**config.mk**
```make
export PLATFORM = sky130hd
export DESIGN_NAME = mbus_fabric_flat
export DESIGN_NICKNAME = d
export VERILOG_FILES = /design/src/rtl/mbus_fabric_pkg.sv /design/src/rtl/mbus_fabric_if.sv /design/src/rtl/mbus_fabric_page_decode.sv /design/src/rtl/mbus_fabric.sv /design/src/flat_wrapper.sv
export SDC_FILE = /design/constraint.sdc
export NUM_CORES = 1
export LEC_CHECK = 0
export CORE_AREA = 2 2 187 189
export DETAILED_ROUTE_END_ITERATION = 6
export DIE_AREA = 0 0 189 191
export MAX_ROUTING_LAYER = met4
export SYNTH_ARGS = -nofsm -noshare
export SYNTH_HDL_FRONTEND = slang
export SYNTH_HIERARCHICAL = 1
export SYNTH_SLANG_ARGS = --single-unit
```
**constraint.sdc**
```tcl
create_clock -name clk -period 5.25 [get_ports clk]
set_input_delay 1.05 -clock clk [delete_from_list [all_inputs] [get_ports clk]]
set_output_delay 1.05 -clock clk [all_outputs]
set_load 0.05 [all_outputs]
```
**src/rtl/mbus_fabric_pkg.sv**
```systemverilog
// Shared types and helpers for the mbus_fabric interconnect.
package mbus_fabric_pkg;

  typedef enum logic [1:0] {
    IDLE   = 2'd0,
    ACCESS = 2'd1,
    RESP   = 2'd2
  } state_e;

  localparam int ERRCNT_W = 8;

  function automatic logic [ERRCNT_W-1:0] sat_inc(input logic [ERRCNT_W-1:0] v);
    if (v == {ERRCNT_W{1'b1}}) begin
      return v;
    end else begin
      return v + ERRCNT_W'(1);
    end
  endfunction

endpackage

```
**src/rtl/mbus_fabric_if.sv**
```systemverilog
// Memory-bus signals between the CPU master, the fabric and the slave channels.
interface mbus_fabric_if #(
  parameter int WIDTH = 32,
  parameter int NSLV  = 8
);
  logic                  m_req;
  logic [WIDTH-1:0]      m_addr;
  logic                  m_wen;
  logic [WIDTH-1:0]      m_wdata;
  logic                  m_rdy;
  logic [WIDTH-1:0]      m_rdata;
  logic                  m_err;
  logic [NSLV-1:0]       s_cs;
  logic                  s_wen;
  logic [WIDTH-1:0]      s_addr;
  logic [WIDTH-1:0]      s_wdata;
  logic [NSLV*WIDTH-1:0] s_rdata;
  logic [NSLV-1:0]       s_rdy;

  // Fabric side: answers the CPU and drives the slave channels.
  modport slave (
    input  m_req, m_addr, m_wen, m_wdata, s_rdata, s_rdy,
    output m_rdy, m_rdata, m_err, s_cs, s_wen, s_addr, s_wdata
  );

  // Environment side: the CPU together with the peripherals.
  modport master (
    output m_req, m_addr, m_wen, m_wdata, s_rdata, s_rdy,
    input  m_rdy, m_rdata, m_err, s_cs, s_wen, s_addr, s_wdata
  );
endinterface

```
**src/rtl/mbus_fabric_page_decode.sv**
```systemverilog
// Combinational page decoder: maps addr[15:12] to the lowest-indexed claiming slave.
module mbus_page_decode #(
  parameter int                 WIDTH    = 32,
  parameter int                 NSLV     = 8,
  parameter int                 SEL_W    = 3,
  parameter logic [NSLV*16-1:0] PAGE_MAP = '0
) (
  input  logic [WIDTH-1:12] addr,
  output logic              hit,
  output logic [SEL_W-1:0]  sel
);

  // Scan from the top so the lowest claiming index is written last and wins.
  always_comb begin
    hit = 1'b0;
    sel = '0;
    if (addr[WIDTH-1:16] == '0) begin
      for (int s = NSLV - 1; s >= 0; s--) begin
        if (PAGE_MAP[16*s + int'(addr[15:12])]) begin
          hit = 1'b1;
          sel = SEL_W'(s);
        end
      end
    end else begin
      hit = 1'b0;
      sel = '0;
    end
  end

endmodule

```
**src/rtl/mbus_fabric.sv**
```systemverilog
// CPU-to-peripheral memory-bus fabric: page decode, wait-state handshake,
// timeout watchdog, unmapped-address errors and error logging.
module mbus_fabric
  import mbus_fabric_pkg::*;
#(
  parameter int                 WIDTH    = 32,
  parameter int                 NSLV     = 8,
  parameter logic [NSLV*16-1:0] PAGE_MAP = '0,
  parameter int                 TIMEOUT  = 15
) (
  input  logic                clk,
  input  logic                reset,
  mbus_fabric_if.slave        bus,
  output logic                busy,
  output logic [ERRCNT_W-1:0] err_count,
  output logic [WIDTH-1:0]    err_addr
);

  localparam int         SEL_W   = (NSLV > 1) ? $clog2(NSLV) : 1;
  localparam logic [7:0] TO_LAST = 8'(TIMEOUT - 1);

  state_e              state_q, state_d;
  logic [WIDTH-1:0]    addr_q, addr_d, wdata_q, wdata_d, rdata_q, rdata_d;
  logic [WIDTH-1:0]    err_addr_q, err_addr_d, log_addr_s;
  logic                wen_q, wen_d, swen_q, swen_d, rdy_q, rdy_d;
  logic                err_q, err_d, busy_q, busy_d;
  logic [SEL_W-1:0]    sel_q, sel_d, dec_sel_s;
  logic [NSLV-1:0]     cs_q, cs_d;
  logic [7:0]          cnt_q, cnt_d;
  logic [ERRCNT_W-1:0] err_cnt_q, err_cnt_d;
  logic                dec_hit_s, log_err_s;

  mbus_page_decode #(
    .WIDTH    (WIDTH),
    .NSLV     (NSLV),
    .SEL_W    (SEL_W),
    .PAGE_MAP (PAGE_MAP)
  ) u_decode (
    .addr (bus.m_addr[WIDTH-1:12]),
    .hit  (dec_hit_s),
    .sel  (dec_sel_s)
  );

  // Next-state logic; every output flop is loaded with its value for the next state.
  always_comb begin
    state_d    = state_q;
    addr_d     = addr_q;
    wdata_d    = wdata_q;
    wen_d      = wen_q;
    sel_d      = sel_q;
    cnt_d      = cnt_q;
    rdata_d    = rdata_q;
    err_d      = err_q;
    cs_d       = cs_q;
    swen_d     = swen_q;
    busy_d     = busy_q;
    rdy_d      = 1'b0;
    log_err_s  = 1'b0;
    log_addr_s = addr_q;
    case (state_q)
      IDLE: begin
        if (bus.m_req) begin
          addr_d  = bus.m_addr;
          wen_d   = bus.m_wen;
          wdata_d = bus.m_wdata;
          sel_d   = dec_sel_s;
          busy_d  = 1'b1;
          if (dec_hit_s) begin
            state_d = ACCESS;
            cnt_d   = 8'd0;
            cs_d    = NSLV'(1'b1) << dec_sel_s;
            swen_d  = bus.m_wen;
          end else begin
            state_d    = RESP;
            err_d      = 1'b1;
            rdata_d    = '0;
            rdy_d      = 1'b1;
            log_err_s  = 1'b1;
            log_addr_s = bus.m_addr;
          end
        end else begin
          busy_d = 1'b0;
          cs_d   = '0;
          swen_d = 1'b0;
        end
      end
      ACCESS: begin
        if (bus.s_rdy[sel_q]) begin
          state_d = RESP;
          rdata_d = wen_q ? '0 : bus.s_rdata[WIDTH*sel_q +: WIDTH];
          err_d   = 1'b0;
          rdy_d   = 1'b1;
          cs_d    = '0;
          swen_d  = 1'b0;
        end else if (cnt_q == TO_LAST) begin
          state_d    = RESP;
          rdata_d    = '0;
          err_d      = 1'b1;
          rdy_d      = 1'b1;
          cs_d       = '0;
          swen_d     = 1'b0;
          log_err_s  = 1'b1;
          log_addr_s = addr_q;
        end else begin
          cnt_d = cnt_q + 8'd1;
        end
      end
      RESP: begin
        state_d = IDLE;
        busy_d  = 1'b0;
        cs_d    = '0;
        swen_d  = 1'b0;
      end
      default: begin
        state_d = IDLE;
        busy_d  = 1'b0;
        cs_d    = '0;
        swen_d  = 1'b0;
      end
    endcase
    err_cnt_d  = log_err_s ? sat_inc(err_cnt_q) : err_cnt_q;
    err_addr_d = log_err_s ? log_addr_s : err_addr_q;
  end

  // State and registered outputs; reset drops the slave select without a response.
  always_ff @(posedge clk or posedge reset) begin
    if (reset) begin
      state_q    <= IDLE;
      addr_q     <= '0;
      wdata_q    <= '0;
      wen_q      <= 1'b0;
      sel_q      <= '0;
      cnt_q      <= 8'd0;
      rdata_q    <= '0;
      err_q      <= 1'b0;
      cs_q       <= '0;
      swen_q     <= 1'b0;
      busy_q     <= 1'b0;
      rdy_q      <= 1'b0;
      err_cnt_q  <= '0;
      err_addr_q <= '0;
    end else begin
      state_q    <= state_d;
      addr_q     <= addr_d;
      wdata_q    <= wdata_d;
      wen_q      <= wen_d;
      sel_q      <= sel_d;
      cnt_q      <= cnt_d;
      rdata_q    <= rdata_d;
      err_q      <= err_d;
      cs_q       <= cs_d;
      swen_q     <= swen_d;
      busy_q     <= busy_d;
      rdy_q      <= rdy_d;
      err_cnt_q  <= err_cnt_d;
      err_addr_q <= err_addr_d;
    end
  end

  assign bus.m_rdy   = rdy_q;
  assign bus.m_rdata = rdata_q;
  assign bus.m_err   = err_q;
  assign bus.s_cs    = cs_q;
  assign bus.s_wen   = swen_q;
  assign bus.s_addr  = addr_q;
  assign bus.s_wdata = wdata_q;
  assign busy        = busy_q;
  assign err_count   = err_cnt_q;
  assign err_addr    = err_addr_q;

endmodule

```
**src/flat_wrapper.sv**
```systemverilog
// flat-port wrapper written by rule: the top's interface ports become plain ports
module mbus_fabric_flat import mbus_fabric_pkg::*;
#(
  parameter int                 WIDTH    = 32,
  parameter int                 NSLV     = 8,
  parameter logic [NSLV*16-1:0] PAGE_MAP = '0,
  parameter int                 TIMEOUT  = 15
)
  (clk, reset, busy, err_count, err_addr, bus_m_req, bus_m_addr, bus_m_wen, bus_m_wdata, bus_s_rdata, bus_s_rdy, bus_m_rdy, bus_m_rdata, bus_m_err, bus_s_cs, bus_s_wen, bus_s_addr, bus_s_wdata);
  mbus_fabric_if #(.WIDTH(WIDTH), .NSLV(NSLV)) bus_i ();
  input  logic clk;
  input  logic reset;
  output logic busy;
  output logic [ERRCNT_W-1:0] err_count;
  output logic [WIDTH-1:0] err_addr;
  input wire logic [$bits(bus_i.m_req)-1:0] bus_m_req;
  input wire logic [$bits(bus_i.m_addr)-1:0] bus_m_addr;
  input wire logic [$bits(bus_i.m_wen)-1:0] bus_m_wen;
  input wire logic [$bits(bus_i.m_wdata)-1:0] bus_m_wdata;
  input wire logic [$bits(bus_i.s_rdata)-1:0] bus_s_rdata;
  input wire logic [$bits(bus_i.s_rdy)-1:0] bus_s_rdy;
  output wire logic [$bits(bus_i.m_rdy)-1:0] bus_m_rdy;
  output wire logic [$bits(bus_i.m_rdata)-1:0] bus_m_rdata;
  output wire logic [$bits(bus_i.m_err)-1:0] bus_m_err;
  output wire logic [$bits(bus_i.s_cs)-1:0] bus_s_cs;
  output wire logic [$bits(bus_i.s_wen)-1:0] bus_s_wen;
  output wire logic [$bits(bus_i.s_addr)-1:0] bus_s_addr;
  output wire logic [$bits(bus_i.s_wdata)-1:0] bus_s_wdata;
  assign bus_i.m_req = bus_m_req;
  assign bus_i.m_addr = bus_m_addr;
  assign bus_i.m_wen = bus_m_wen;
  assign bus_i.m_wdata = bus_m_wdata;
  assign bus_i.s_rdata = bus_s_rdata;
  assign bus_i.s_rdy = bus_s_rdy;
  assign bus_m_rdy = bus_i.m_rdy;
  assign bus_m_rdata = bus_i.m_rdata;
  assign bus_m_err = bus_i.m_err;
  assign bus_s_cs = bus_i.s_cs;
  assign bus_s_wen = bus_i.s_wen;
  assign bus_s_addr = bus_i.s_addr;
  assign bus_s_wdata = bus_i.s_wdata;
  mbus_fabric #(.WIDTH(WIDTH), .NSLV(NSLV), .PAGE_MAP(PAGE_MAP), .TIMEOUT(TIMEOUT)) u_core (.clk(clk), .reset(reset), .bus(bus_i), .busy(busy), .err_count(err_count), .err_addr(err_addr));
endmodule
```
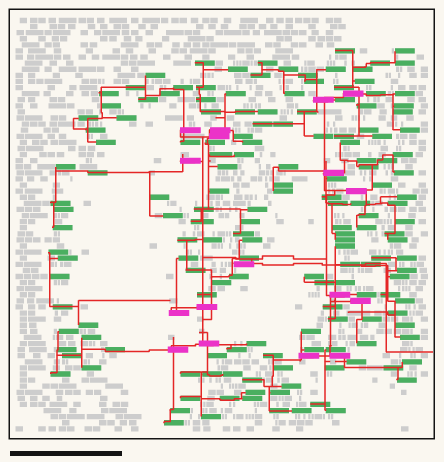
(run_1/clock_map.png)
Bar = 50 µm.
- clock wires: red (length 2320 µm)
- cells driving clock nets: magenta (count 17)
- flip-flops: green (count 162)
- routed clock nets: 18

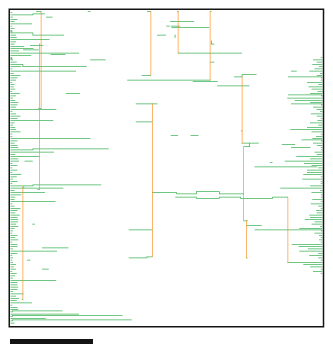
(run_1/metal_stack.png)
Bar = 50 µm. Only two layers are drawn.
- met4: orange (wire length 559 µm)
- met3: green (wire length 2440 µm)

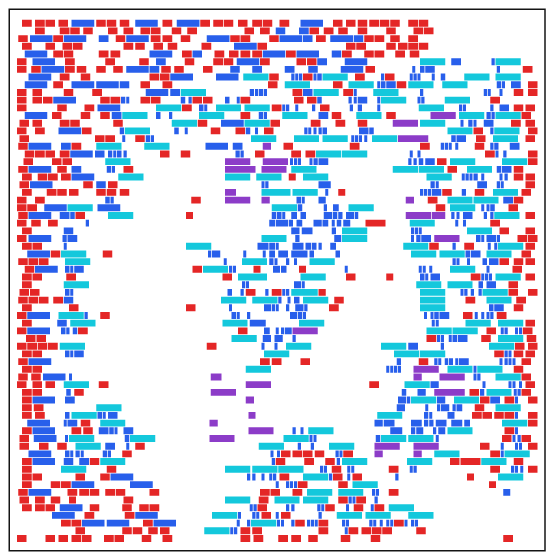
(run_1/cell_classes.png)
- clock drivers and dummy loads: purple (cells 32; share of their area 4.6%)
- other buffers and delay cells: red (cells 491; share of their area 36%)
- all other logic: blue (cells 581; share of their area 30%)
- flip-flops: cyan (cells 162; share of their area 29%)

==> flow_metrics.tcl, run 1 <==
# yosys + openroad results
set metrics [dict create \
    cts_tree "done" \
    cts.reportedPaths.clkPinSlew_ps 70 \
    mostFrequentLayoutCell "clkdlybuf4s50_1" \
    synthTopCellsByArea "dfrtp_1 47%, mux4_2 17%, nand2_1 13%" \
    yosys.cell_count.top_type "nand2_1" \
    asyncSetResetFlopFracSynth 1.00 \
    totalNegativeSetupSlack_ps 0 \
    grt_util_all_layers 0.187 \
    timing.critical_path.depth 6 \
    outcome "finished, final reports clean" \
    compound_area_frac 0.0736 \
    tightestPinTransition_ps 913 \
    synth.cell_area_um2 8550 \
    grt_first_pass_wirelength_um 49100 \
    design.final.nets 1588 \
    timing.final.hold_violations 0 \
    routed_wirelength_um 33700 \
    globalRouteOverflowTotal 0 \
    placedInstanceArea_um2 13700 \
    postSynthCellCount 799 \
    post_synth_mux_area_share 0.256 \
    synth.distinct_cells 42 \
    cp_cell_sequence "clkdlybuf4s50_1 > mux2i_1 > mux4_2 > nand3b_2 > a2111oi_0 > xor2_1" \
    post_cts_resize_count 0 \
    yosys.area_share.simple 0.148 \
    postSynthAreaPerCell_um2 10.7 \
    htree_num_levels 4 \
    timing.critical_path.to_type "register" \
    yosys.stat.seqShare 0.474 \
    ys_warnings 6 \
    worstRegToRegCells 5 \
    final.hold.worst_slack_ps 472 \
    floorplan.core_util 0.250 \
    power_per_cell_area_nw_per_um2 567 \
    timing.critical_path.buf_inv 1 \
    synth-edff-count 0 \
    tool_warnings 27 \
    fp.dieH_um 191 \
    hold_path_startpoint "u_core/bus.s_wdata[30]" \
    drt-vias-per-instance 4.56 \
]
-- run 1: layout make-up --
type                    instances  area [µm²]
well taps                     455         569
repair buffers                491        4910
clock inverters                14         190
diodes                          6        15.0
multi-input cells             573        4170
flip-flops and latches        162        4060
fillers                      3237       19700
clock buffers                  18         439
inverters                       8        33.8
-- run 1: through the flow --
step / utilization / setup WS [ps]
after global routing: 0.422 / 1890
after CTS: 0.421 / 2090
after detailed placement: 0.403 / 1610
final: 0.422 / 2020
after floorplan: - / 2140
after global placement: 0.403 / 1630
-- run 1: per-layer routing --
layer / part of all wire / routed length (µm) / vias up / GRT usage
li1: - / - / 3721 / -
met5: 0 / 0 / - / -
met3: 0.072 / 2440 / 28 / 0.0485
met4: 0.017 / 558 / 0 / 0.0499
met2: 0.51 / 17100 / 323 / 0.314
met1: 0.41 / 13700 / 3805 / 0.224
-- run 1: worst max-delay path by stage --
stage	startpoint	end
6_report	bus_s_rdy[7]	u_core/err_count[5]
3_5_place_dp	bus_s_rdy[7]	u_core/err_count[5]
3_3_place_gp	bus_s_rdy[7]	u_core/err_count[5]
5_1_grt	bus_s_rdy[7]	u_core/err_count[5]
4_1_cts	bus_s_rdy[7]	u_core/err_count[5]
2_1_floorplan	reset	u_core/bus.m_err
-- run 1: power by group --
part           leakage [nW]  internal, mW  total, mW  switching [mW]
combinational          3.79          1.79       4.76            2.97
sequential             2.07          1.73       2.06           0.335
clock                 0.306         0.778       1.34           0.561
total                  6.16          4.30       8.16            3.86
-- run 1: cell families (layout without fill, tap and decap cells) --
logic type               Yosys count  in the layout
AND-OR/OR-AND                    106            106
AND/OR/NAND/NOR                  321            321
other                              1             10
flip-flops                       162            162
buffers and inverters             67            531
XOR/XNOR                           2              2
adder cells (fa/ha/maj)            3              3
multiplexers                     137            137
## Run 2: what changed since run 1
==> constraint.sdc (replaced) <==
create_clock -name clk -period 2.95 [get_ports clk]
set_input_delay 0.59 -clock clk [delete_from_list [all_inputs] [get_ports clk]]
set_output_delay 0.59 -clock clk [all_outputs]
set_load 0.05 [all_outputs]
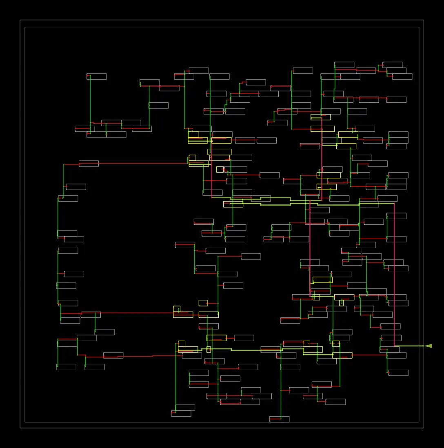
(run_2/final_clocks.png)
Max Clock Skew: 12.2 ps
number of sequential storage elements: 162
Clock Latency Late Sink: 430 ps
Num CTS Buffers: 17
clock tree buffer count of the final layout: 18

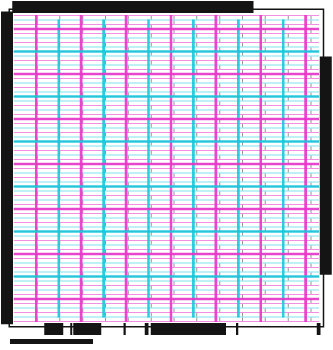
(run_2/pdn.png)
Bar = 50 µm. Pins as bars on the die edge. Tap cells in gray.
- VSS: magenta
- VDD: cyan
- rows: 68
- met5 straps: 13
- tap cells: 455
- met4 straps: 13
- met1 rails: 69

==> flow_metrics.tcl, run 2 <==
# yosys + openroad results
set metrics [dict create \
    yosys.stat.seqShare 0.474 \
    synth.distinct_cells 42 \
    htree_num_levels 4 \
    powerClk_mw 2.35 \
    fp.dieH_um 191 \
    globalRouteOverflowTotal 0 \
    drt-vias-per-instance 4.55 \
    timing.final.hold_violations 0 \
    grt_first_pass_wirelength_um 50600 \
    ys_warnings 6 \
    totalNegativeSetupSlack_ps 0 \
    netSwitchingPower_mw 6.85 \
    postSynthAreaPerCell_um2 10.7 \
    postSynthCellCount 799 \
    final.setup.worst_slack_ps 507 \
    floorplan.core_util 0.250 \
    synth-edff-count 0 \
    p_comb_mw 8.53 \
    post_cts_resize_count 0 \
    synthTopCellsByArea "dfrtp_1 47%, mux4_2 17%, nand2_1 13%" \
    largestPowerGroup "combinational logic" \
    seq-power_mw 3.67 \
    grt_util_all_layers 0.191 \
    placedInstanceArea_um2 13800 \
    timing.critical_path.to_type "register" \
    outcome "finished, final reports clean" \
    routed_wirelength_um 33600 \
    pre_cts_ws_ps 135 \
    synth.cell_area_um2 8550 \
]
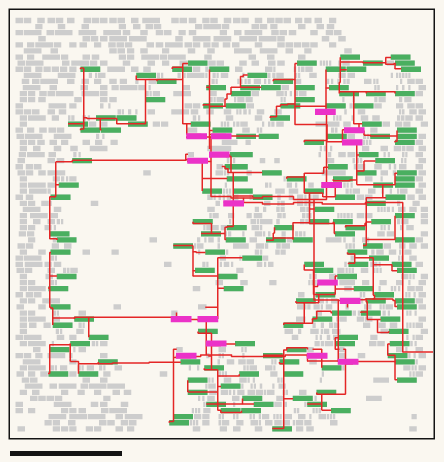
(run_2/clock_map.png)
Bar = 50 µm.
- clock wires: red (length 2370 µm)
- flip-flops: green (count 162)
- cells driving clock nets: magenta (count 17)
- routed clock nets: 18

## run 2: netlist changes by cell type in the layout (fill, tap and decap cells not counted)
cell / delta
clkinv_2: +2
buf_4: +2
buf_12: +4
inv_8: -1
diode_2: -3
clkinvlp_4: -1
inv_6: -1
## run 2: layer usage
metal	vias up	global-route usage	part of all wire
met2	308	0.324	0.51
met1	3808	0.222	0.40
met4	0	0.0415	0.012
met5	-	-	0
li1	3720	-	-
met3	27	0.0575	0.078
## run 2: worst max path at each step
stage                     depth (start not counted)             from                  end
after floorplan                                   1            reset     u_core/bus.m_err
after global placement                            6     bus_s_rdy[6]  u_core/err_count[5]
after detailed placement                          6     bus_s_rdy[1]  u_core/err_count[5]
after CTS                                         5  u_core/sel_q[0]  u_core/err_count[5]
after global routing                              5  u_core/sel_q[0]  u_core/err_count[5]
final                                             5  u_core/sel_q[0]  u_core/err_count[5]
## run 2: cells by family (layout without fill, tap and decap cells)
kind of cell    after synthesis  count (layout)  synth area share
simple gates                321             321             0.148
flops                       162             162             0.474
mux                         137             137             0.256
compound gates              106             106            0.0736
buf+inv                      67             536            0.0406
fa+ha+maj                     3               3           0.00439
xor+xnor                      2               2           0.00205
other cells                   1               7          0.000439
## run 2: cell type report
| type | count | area (µm²) |
|---|---|---|
| Clock buffer | 18 | 439 |
| Timing Repair Buffer | 497 | 5000 |
| Multi-Input combinational cell | 573 | 4170 |
| Antenna cell | 3 | 7.51 |
| Inverter | 8 | 33.8 |
| Fill cell | 3271 | 19700 |
| Tap cell | 455 | 569 |
| Sequential cell | 162 | 4060 |
| Clock inverter | 13 | 173 |
## run 2: critical path, stage by stage (launching register included)
cell and delay [ps]:
dfrtp_4 550, mux2i_1 260, mux4_2 410, nand3b_2 340, a2111oi_0 600, xor2_1 120
Power figures rest on the tool's default switching activity, not on a simulated workload.
